**Run 1: signal wires on met1**

Supply wires on this layer in grey.
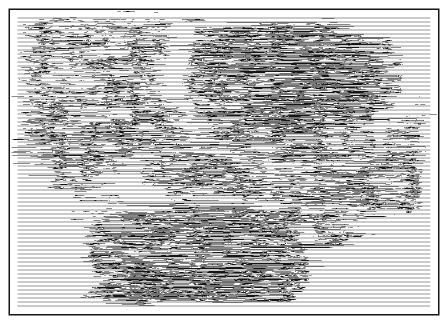
**Run 1: metal 2**

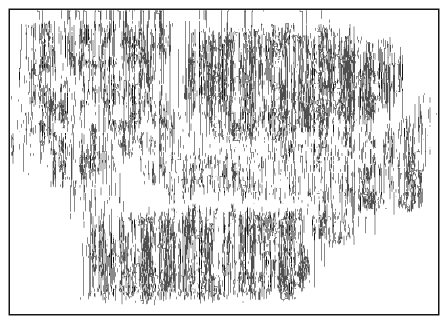
**Run 1: metal 3**

Scale bar: 100 um. Cells faint in the background.
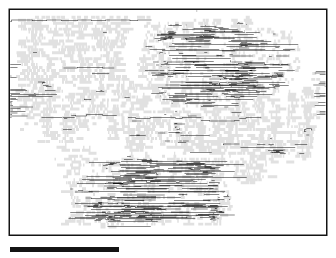
`config.mk`:
```
export PLATFORM = sky130hd
export DESIGN_NAME = noisy_sig_gen
export DESIGN_NICKNAME = d
export VERILOG_FILES = /design/src/rtl/noisy_sig_gen.sv
export SDC_FILE = /design/constraint.sdc
export NUM_CORES = 1
export LEC_CHECK = 0
export CAP_MARGIN = 20
export CORE_ASPECT_RATIO = 0.7
export CORE_MARGIN = 5
export CORE_UTILIZATION = 35
export CTS_BUF_LIST = sky130_fd_sc_hd__clkbuf_4
export DETAILED_ROUTE_END_ITERATION = 16
export PLACE_DENSITY = 0.58
export SYNTH_ARGS = -nofsm -noshare
export SYNTH_HDL_FRONTEND = slang
export SYNTH_SLANG_ARGS = --single-unit
```
`constraint.sdc`:
```
create_clock -name clk -period 4.7 [get_ports clk]
set_clock_uncertainty 0.05 [all_clocks]
set_input_delay 1.41 -clock clk [delete_from_list [all_inputs] [get_ports clk]]
set_output_delay 1.41 -clock clk [all_outputs]
set_load 0.01 [all_outputs]
```
`src/rtl/noisy_sig_gen.sv`:
```
// noisy_sig_gen
//   Test-signal source for the lowpass FIR datapath. Each enabled cycle emits one
//   16-bit signed sample that is the sum of three parts:
//     - wanted tone A at half scale,
//     - optional interferer tone B at quarter scale,
//     - optional LFSR white noise, arithmetically attenuated by noise_shift.
//   The sum saturates to 16 bits. A 3-stage pipeline gives one sample per clk.
// Ports
//   clk           system clock
//   rst_n         synchronous reset, active low
//   enable        advance phases/LFSR and launch a sample this cycle
//   fcw_a, fcw_b  frequency control words for tone A and tone B
//   tone_b_en     add tone B to the sum
//   noise_en      add noise to the sum
//   noise_shift   noise attenuation (arithmetic right shift)
//   sample_out    signed output sample; holds between valid samples
//   sample_valid  sample_out carries a new sample (enable delayed 3 clk)
module noisy_sig_gen #(
  parameter int          PHASE_W   = 32,
  parameter int          LUT_AW    = 8,
  parameter logic [15:0] LFSR_SEED = 16'hACE1
) (
  input  logic               clk,
  input  logic               rst_n,
  input  logic               enable,
  input  logic [PHASE_W-1:0] fcw_a,
  input  logic [PHASE_W-1:0] fcw_b,
  input  logic               tone_b_en,
  input  logic               noise_en,
  input  logic [3:0]         noise_shift,
  output logic [15:0]        sample_out,
  output logic               sample_valid
);

  // An all-zero LFSR would lock up, so a zero seed falls back to ACE1.
  localparam logic [15:0] SEED      = (LFSR_SEED == 16'h0000) ? 16'hACE1 : LFSR_SEED;
  localparam logic [15:0] LFSR_MASK = 16'hB400;
  localparam int          LUT_DEPTH = 1 << LUT_AW;

  // Quarter-wave magnitude: round(32767*sin(pi/2*k/LUT_DEPTH)), evaluated with a
  // Taylor series so the table is fixed at elaboration and maps to a ROM.
  function automatic logic [14:0] sine_entry(input int k);
    real x;
    real term;
    real acc;
    x    = 3.14159265358979323846 / 2.0 * real'(k) / real'(LUT_DEPTH);
    term = x;
    acc  = x;
    for (int n = 1; n <= 12; n++) begin
      term = -term * x * x / real'((2 * n) * (2 * n + 1));
      acc  = acc + term;
    end
    return 15'($rtoi(32767.0 * acc + 0.5));
  endfunction

  logic [14:0] sine_rom [LUT_DEPTH];

  generate
    for (genvar gi = 0; gi < LUT_DEPTH; gi++) begin : g_rom
      assign sine_rom[gi] = sine_entry(gi);
    end
  endgenerate

  // Accumulator / LFSR state
  logic [PHASE_W-1:0] phase_a_q, phase_a_d;
  logic [PHASE_W-1:0] phase_b_q, phase_b_d;
  logic [15:0]        lfsr_q, lfsr_d;

  // S1: folded LUT address, sign flag, noise and control snapshot
  logic               s1_valid_q, s1_valid_d;
  logic [LUT_AW-1:0]  s1_addr_a_q, s1_addr_a_d;
  logic [LUT_AW-1:0]  s1_addr_b_q, s1_addr_b_d;
  logic               s1_neg_a_q, s1_neg_a_d;
  logic               s1_neg_b_q, s1_neg_b_d;
  logic signed [15:0] s1_noise_q, s1_noise_d;
  logic               s1_tone_b_en_q, s1_tone_b_en_d;
  logic               s1_noise_en_q, s1_noise_en_d;

  // S2: signed sine values
  logic               s2_valid_q, s2_valid_d;
  logic signed [15:0] s2_sin_a_q, s2_sin_a_d;
  logic signed [15:0] s2_sin_b_q, s2_sin_b_d;
  logic signed [15:0] s2_noise_q, s2_noise_d;
  logic               s2_tone_b_en_q, s2_tone_b_en_d;
  logic               s2_noise_en_q, s2_noise_en_d;

  // S3: saturated output
  logic [15:0]        sample_out_q, sample_out_d;
  logic               sample_valid_q, sample_valid_d;

  logic signed [15:0] term_a, term_b, term_n;
  logic signed [17:0] sum;

  always_comb begin
    phase_a_d = phase_a_q;
    phase_b_d = phase_b_q;
    lfsr_d    = lfsr_q;
    if (enable) begin
      phase_a_d = phase_a_q + fcw_a;
      phase_b_d = phase_b_q + fcw_b;
      lfsr_d    = (lfsr_q >> 1) ^ (lfsr_q[0] ? LFSR_MASK : 16'h0000);
    end

    // Odd quadrants walk the quarter wave backwards; upper half is negative.
    s1_valid_d     = enable;
    s1_addr_a_d    = phase_a_q[PHASE_W-3 -: LUT_AW] ^ {LUT_AW{phase_a_q[PHASE_W-2]}};
    s1_addr_b_d    = phase_b_q[PHASE_W-3 -: LUT_AW] ^ {LUT_AW{phase_b_q[PHASE_W-2]}};
    s1_neg_a_d     = phase_a_q[PHASE_W-1];
    s1_neg_b_d     = phase_b_q[PHASE_W-1];
    s1_noise_d     = $signed(lfsr_q) >>> noise_shift;
    s1_tone_b_en_d = tone_b_en;
    s1_noise_en_d  = noise_en;

    s2_valid_d = s1_valid_q;
    s2_sin_a_d = {1'b0, sine_rom[s1_addr_a_q]};
    if (s1_neg_a_q) s2_sin_a_d = -s2_sin_a_d;
    s2_sin_b_d = {1'b0, sine_rom[s1_addr_b_q]};
    if (s1_neg_b_q) s2_sin_b_d = -s2_sin_b_d;
    s2_noise_d     = s1_noise_q;
    s2_tone_b_en_d = s1_tone_b_en_q;
    s2_noise_en_d  = s1_noise_en_q;

    term_a = s2_sin_a_q >>> 1;
    term_b = s2_tone_b_en_q ? (s2_sin_b_q >>> 2) : 16'sd0;
    term_n = s2_noise_en_q ? s2_noise_q : 16'sd0;
    sum    = {{2{term_a[15]}}, term_a} + {{2{term_b[15]}}, term_b} + {{2{term_n[15]}}, term_n};

    sample_valid_d = s2_valid_q;
    sample_out_d   = sample_out_q;
    if (s2_valid_q) begin
      if (sum > 18'sd32767)       sample_out_d = 16'h7FFF;
      else if (sum < -18'sd32768) sample_out_d = 16'h8000;
      else                        sample_out_d = sum[15:0];
    end
  end

  always_ff @(posedge clk) begin
    if (!rst_n) begin
      phase_a_q      <= '0;
      phase_b_q      <= '0;
      lfsr_q         <= SEED;
      s1_valid_q     <= 1'b0;
      s1_addr_a_q    <= '0;
      s1_addr_b_q    <= '0;
      s1_neg_a_q     <= 1'b0;
      s1_neg_b_q     <= 1'b0;
      s1_noise_q     <= '0;
      s1_tone_b_en_q <= 1'b0;
      s1_noise_en_q  <= 1'b0;
      s2_valid_q     <= 1'b0;
      s2_sin_a_q     <= '0;
      s2_sin_b_q     <= '0;
      s2_noise_q     <= '0;
      s2_tone_b_en_q <= 1'b0;
      s2_noise_en_q  <= 1'b0;
      sample_out_q   <= '0;
      sample_valid_q <= 1'b0;
    end else begin
      phase_a_q      <= phase_a_d;
      phase_b_q      <= phase_b_d;
      lfsr_q         <= lfsr_d;
      s1_valid_q     <= s1_valid_d;
      s1_addr_a_q    <= s1_addr_a_d;
      s1_addr_b_q    <= s1_addr_b_d;
      s1_neg_a_q     <= s1_neg_a_d;
      s1_neg_b_q     <= s1_neg_b_d;
      s1_noise_q     <= s1_noise_d;
      s1_tone_b_en_q <= s1_tone_b_en_d;
      s1_noise_en_q  <= s1_noise_en_d;
      s2_valid_q     <= s2_valid_d;
      s2_sin_a_q     <= s2_sin_a_d;
      s2_sin_b_q     <= s2_sin_b_d;
      s2_noise_q     <= s2_noise_d;
      s2_tone_b_en_q <= s2_tone_b_en_d;
      s2_noise_en_q  <= s2_noise_en_d;
      sample_out_q   <= sample_out_d;
      sample_valid_q <= sample_valid_d;
    end
  end

  assign sample_out   = sample_out_q;
  assign sample_valid = sample_valid_q;

endmodule

```
==> flow_summary.ini, run 1 <==
; generated from flow reports
[timing]
whs_ns = 0.389
finalCritPeriodShare_pct = 94.1
setup_violations = 0
rsz0062_at_grt = false
finalHoldViolations = 0
setup_tns_ns = 0
worstMarginPinSlew_ns = 0.926
fmax_mhz = 226

[critical_path]
rr_worst_depth = 12
crit_top_cell = o21ai_1
crit_fanout = 13
crit_slowest_cell = ha_1
regToRegStartpoint = s1_addr_b_q[0]
critPathLaunch = s1_addr_b_q[0]
cp_data_arrival_time_ns = 4.90
worstPathCellList = inv_2 > ha_1 > nor2b_1 > o311ai_1 > o21ai_1 > mux4_2 > or2_1 > a2111oi_4 > nand3_4 > or3_1 > o21ai_1 > mux2i_1
startpoint_type = flip-flop
critical_path_class = flip-flop to flip-flop
r2r-end = s2_sin_b_q[12]

[synth]
synthCells = 2531
ys_cells = 2531
syn_area_um2 = 19300
fp_nets = 2770
xor_share_pct = 4.71
synthSimpleGateAreaFrac_pct = 21.9
logic_family = AND-OR/OR-AND gates
yosysUniqueCellTypes = 93
adder_share_pct = 11.8
ys_sh_aoi_pct = 28.3
synth_warnings = 0
ff_type = dfxtp_1
top_cell_area_share_pct = 18.8
ys.flops = 182
synth-edff-count = 0
yosysTopAreaCell = dfxtp_1
area_leaders = dfxtp_1 19%, ha_1 9.1%, nor2_1 5.1%
ys_area_um2 = 19300
synthMuxAreaShare_pct = 8.12

[power_and_ir_drop]
p_sw_mw = 4.62
maxPowerGroup = combinational cells
netSwitchingFraction_pct = 50.7
pg_clk_uw = 914
power_mw = 9.12
clkPwrFrac_pct = 10.0
ir_drop_uv = 196
leakage_nw = 8.75
seqPwrFrac_pct = 22.5
pg_comb_mw = 6.16
p_comb_share_pct = 67.5

[detailed_routing]
routedWlPerCell_um = 23.2
drtAntennaViolNets = 0
wl_met2_um = 30300
wl_met3_um = 9030
drt_iter0_markers = 2372
drc = 0

[grt]
grt_max_degree = 132
use_met3_pct = 8.81
overflow = 0
grt.busiest_layer = met1
grt_pass1_vias = 18800
grt_usage_pct = 24.6

[place]
gp_congestion = 1.03
portBuffers = 89
place_inst = 3305
pre_cts_ws_ns = -0.317

[clocking]
cts_setup_buffers = 0
cts_hold_buf = 0
cts_resized = 0
cts.htree.levels = 4

[final_layout]
sh_comb_area_pct = 66.5
nClkBuffers = 17
layout.cells.most_common = nor2_1
n_all_inverters = 72
fill_cells = 5646
final_nets = 2824
buffers_excl_clock = 246
fin_util_pct = 39.6
seqCellArea_um2 = 3660
fin_cells = 3343

[floorplanning]
core.rowCount = 72
die_y_um = 207
fp-utilization_pct = 35.2
fp.dieW_um = 291

[run]
warnings = 78

[hold_path]
hold_end = s2_noise_en_q
min_path_type = flip-flop to flip-flop

[run_status]
status = finished, final reports clean
About 'signal wires on met1':
2634 nets have wire on it. The longest straight run is 91.1 um. The layer carries 36.4 mm of wire. The wires run mostly horizontal.
drt total wl: 77500 um
global-route track usage on met1: 36.5%
DR vias: 20000

About 'metal 2':
2242 nets have wire on it. The wires run mostly vertical. The layer holds 39% of the routed length. The longest straight run is 58.5 um. The layer carries 30.3 mm of wire.
met2 Use GR: 34.0%

About 'metal 3':
322 nets have wire on it. The layer holds 12% of the routed length. The wires run mostly horizontal.

## run 1: worst max-delay path: cells and delay by family (launching register included)
kind	cells	cell delay, ns
and+or+nand+nor	4	1.00
DFF	1	0.48
muxes	2	0.79
AOI/OAI and AO/OA	4	1.23
adders and majority gates	1	0.65
buffers and inverters	1	0.15
## run 1: sequential cells by signal, indices dropped and copies added (netlist names), 8 cells and up
name and count:
phase_b_q 32, s1_noise_q 16, sample_out 16, lfsr_q 16, s1_addr_b_q 8, s1_addr_a_q 8
s2_noise_q 16, s2_sin_a_q 15, s2_sin_b_q 14, phase_a_q 32
## run 1: synthesized netlist by cell type (all sizes together), types with 68 or more instances
cell type,n
and2,73
clkbuf,111
dfxtp,182
ha,141
nor3,68
buf,100
a21oi,180
nor2,267
o21ai,165
nand2,178
xnor2,79
mux2i,78
==> run 1 -> run 2 <==
CTS_CLUSTER_DIAMETER = 200   (was not set)
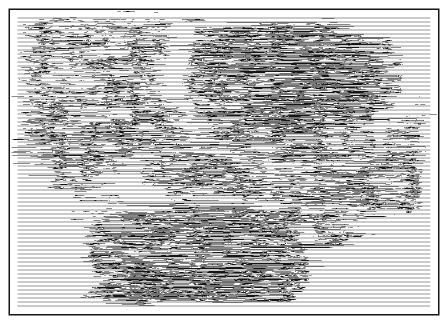
**Above:** run 2 (signal wires on met1).
Supply wires on this layer in grey.
The layer holds 47% of the routed length. The longest straight run is 91.1 um. The wires run mostly horizontal. The layer carries 36.4 mm of wire. 2634 nets have wire on it.

==> run 2 against run 1 <==
Effect of this change:
- synthesized cell count did not move
- global-route usage did not move
- flip-flop count unchanged
- clock-buffer cell count stayed put
- non-clock buffer count unchanged
- register-to-register slack about the same
- largest cell class unchanged
==> flow_summary.ini, run 2 <==
; generated from flow reports
[synth]
syn_area_um2 = 19300
ys.flops = 182
synth-edff-count = 0
synth_warnings = 0
yosysTopAreaCell = dfxtp_1
synth.most_common_cell = nor2_1
synthCells = 2531
ff_type = dfxtp_1
area_leaders = dfxtp_1 19%, ha_1 9.1%, nor2_1 5.1%
top_cell_area_share_pct = 18.8
fp_nets = 2770
yosysUniqueCellTypes = 93
ys_cells = 2531

[final_layout]
nClkBuffers = 17
final_nets = 2824
sh_comb_area_pct = 66.5
fin_cells = 3343
layout.cells.most_common = nor2_1
drive_gt1_share_pct = 10.7
seqCellArea_um2 = 3660
largest_registers = phase_a_q x32, phase_b_q x32
fin_util_pct = 39.6
fill_cells = 5646
n_all_inverters = 72

[critical_path]
critical_path_class = flip-flop to flip-flop
startpoint_type = flip-flop
rr_worst_depth = 12
r2r-end = s2_sin_b_q[12]
worstPathCellList = inv_2 > ha_1 > nor2b_1 > o311ai_1 > o21ai_1 > mux4_2 > or2_1 > a2111oi_4 > nand3_4 > or3_1 > o21ai_1 > mux2i_1
crit_top_cell = o21ai_1
regToRegStartpoint = s1_addr_b_q[0]
cp.depth = 12
crit_family = AND-OR/OR-AND gates
end_kind = flip-flop
cp.buffers_inverters = 1
crit_slowest_cell = ha_1
crit_fanout = 13

[grt]
grt_usage_pct = 24.6
grt_pass1_vias = 18800
grt_use_met1_pct = 36.5
use_met2_pct = 34.0
grt.busiest_layer = met1
overflow = 0
grt_max_degree = 132

[floorplanning]
core.rowCount = 72
fp.dieW_um = 291
fp-utilization_pct = 35.2
die_y_um = 207

[place]
gp_congestion = 1.03
pre_cts_ws_ns = -0.317
portBuffers = 89
place_inst = 3305

[detailed_routing]
routedWlPerCell_um = 23.2
drtAntennaViolNets = 0
drt-total-wl_um = 77500
drt-vias-per-instance = 5.99
wl_met3_um = 9030
vias = 20000
drc = 0
wl_met2_um = 30300

[power_and_ir_drop]
leakage_nw = 8.75
power_mw = 9.12
ir_drop_uv = 196

[timing]
worstMarginPinSlew_ns = 0.926
finalCritPeriodShare_pct = 94.1
rsz0062_at_grt = false
finalHoldViolations = 0
fmax_mhz = 226

[hold_path]
hold_end = s2_noise_en_q
min_path_type = flip-flop to flip-flop

[run]
warnings = 78

[clocking]
cts_hold_buf = 0
cts_resized = 0

[run_status]
status = finished, final reports clean
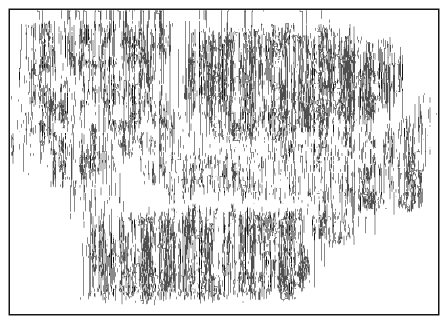
**Above:** run 2 (metal 2).
The wires run mostly vertical. The layer carries 30.3 mm of wire.

-- run 2: power breakdown --
part	switching [mW]	total [mW]	internal, mW
combinational	3.73	6.16	2.42
sequential	0.260	2.05	1.79
clock	0.629	0.914	0.285
total	4.62	9.12	4.50
-- run 2: logic make-up after synthesis --
kind of cell | after synthesis | synth area share (%)
xor+xnor | 104 | 4.71
simple gates | 871 | 21.9
compound gates | 805 | 28.3
buf+inv | 283 | 6.33
flops | 182 | 18.8
mux | 119 | 8.12
fa+ha+maj | 167 | 11.8
-- run 2: worst max path at each step --
stage	end	slack [ns]
CTS	sample_out[6]	0.34
global route	s2_sin_a_q[14]	0.14
floorplan	phase_a_q[31]	0.40
global placement	phase_a_q[31]	-0.34
detailed placement	phase_a_q[31]	-0.32
finish	s2_sin_b_q[12]	0.28
Power is estimated from default activity; no workload was simulated.
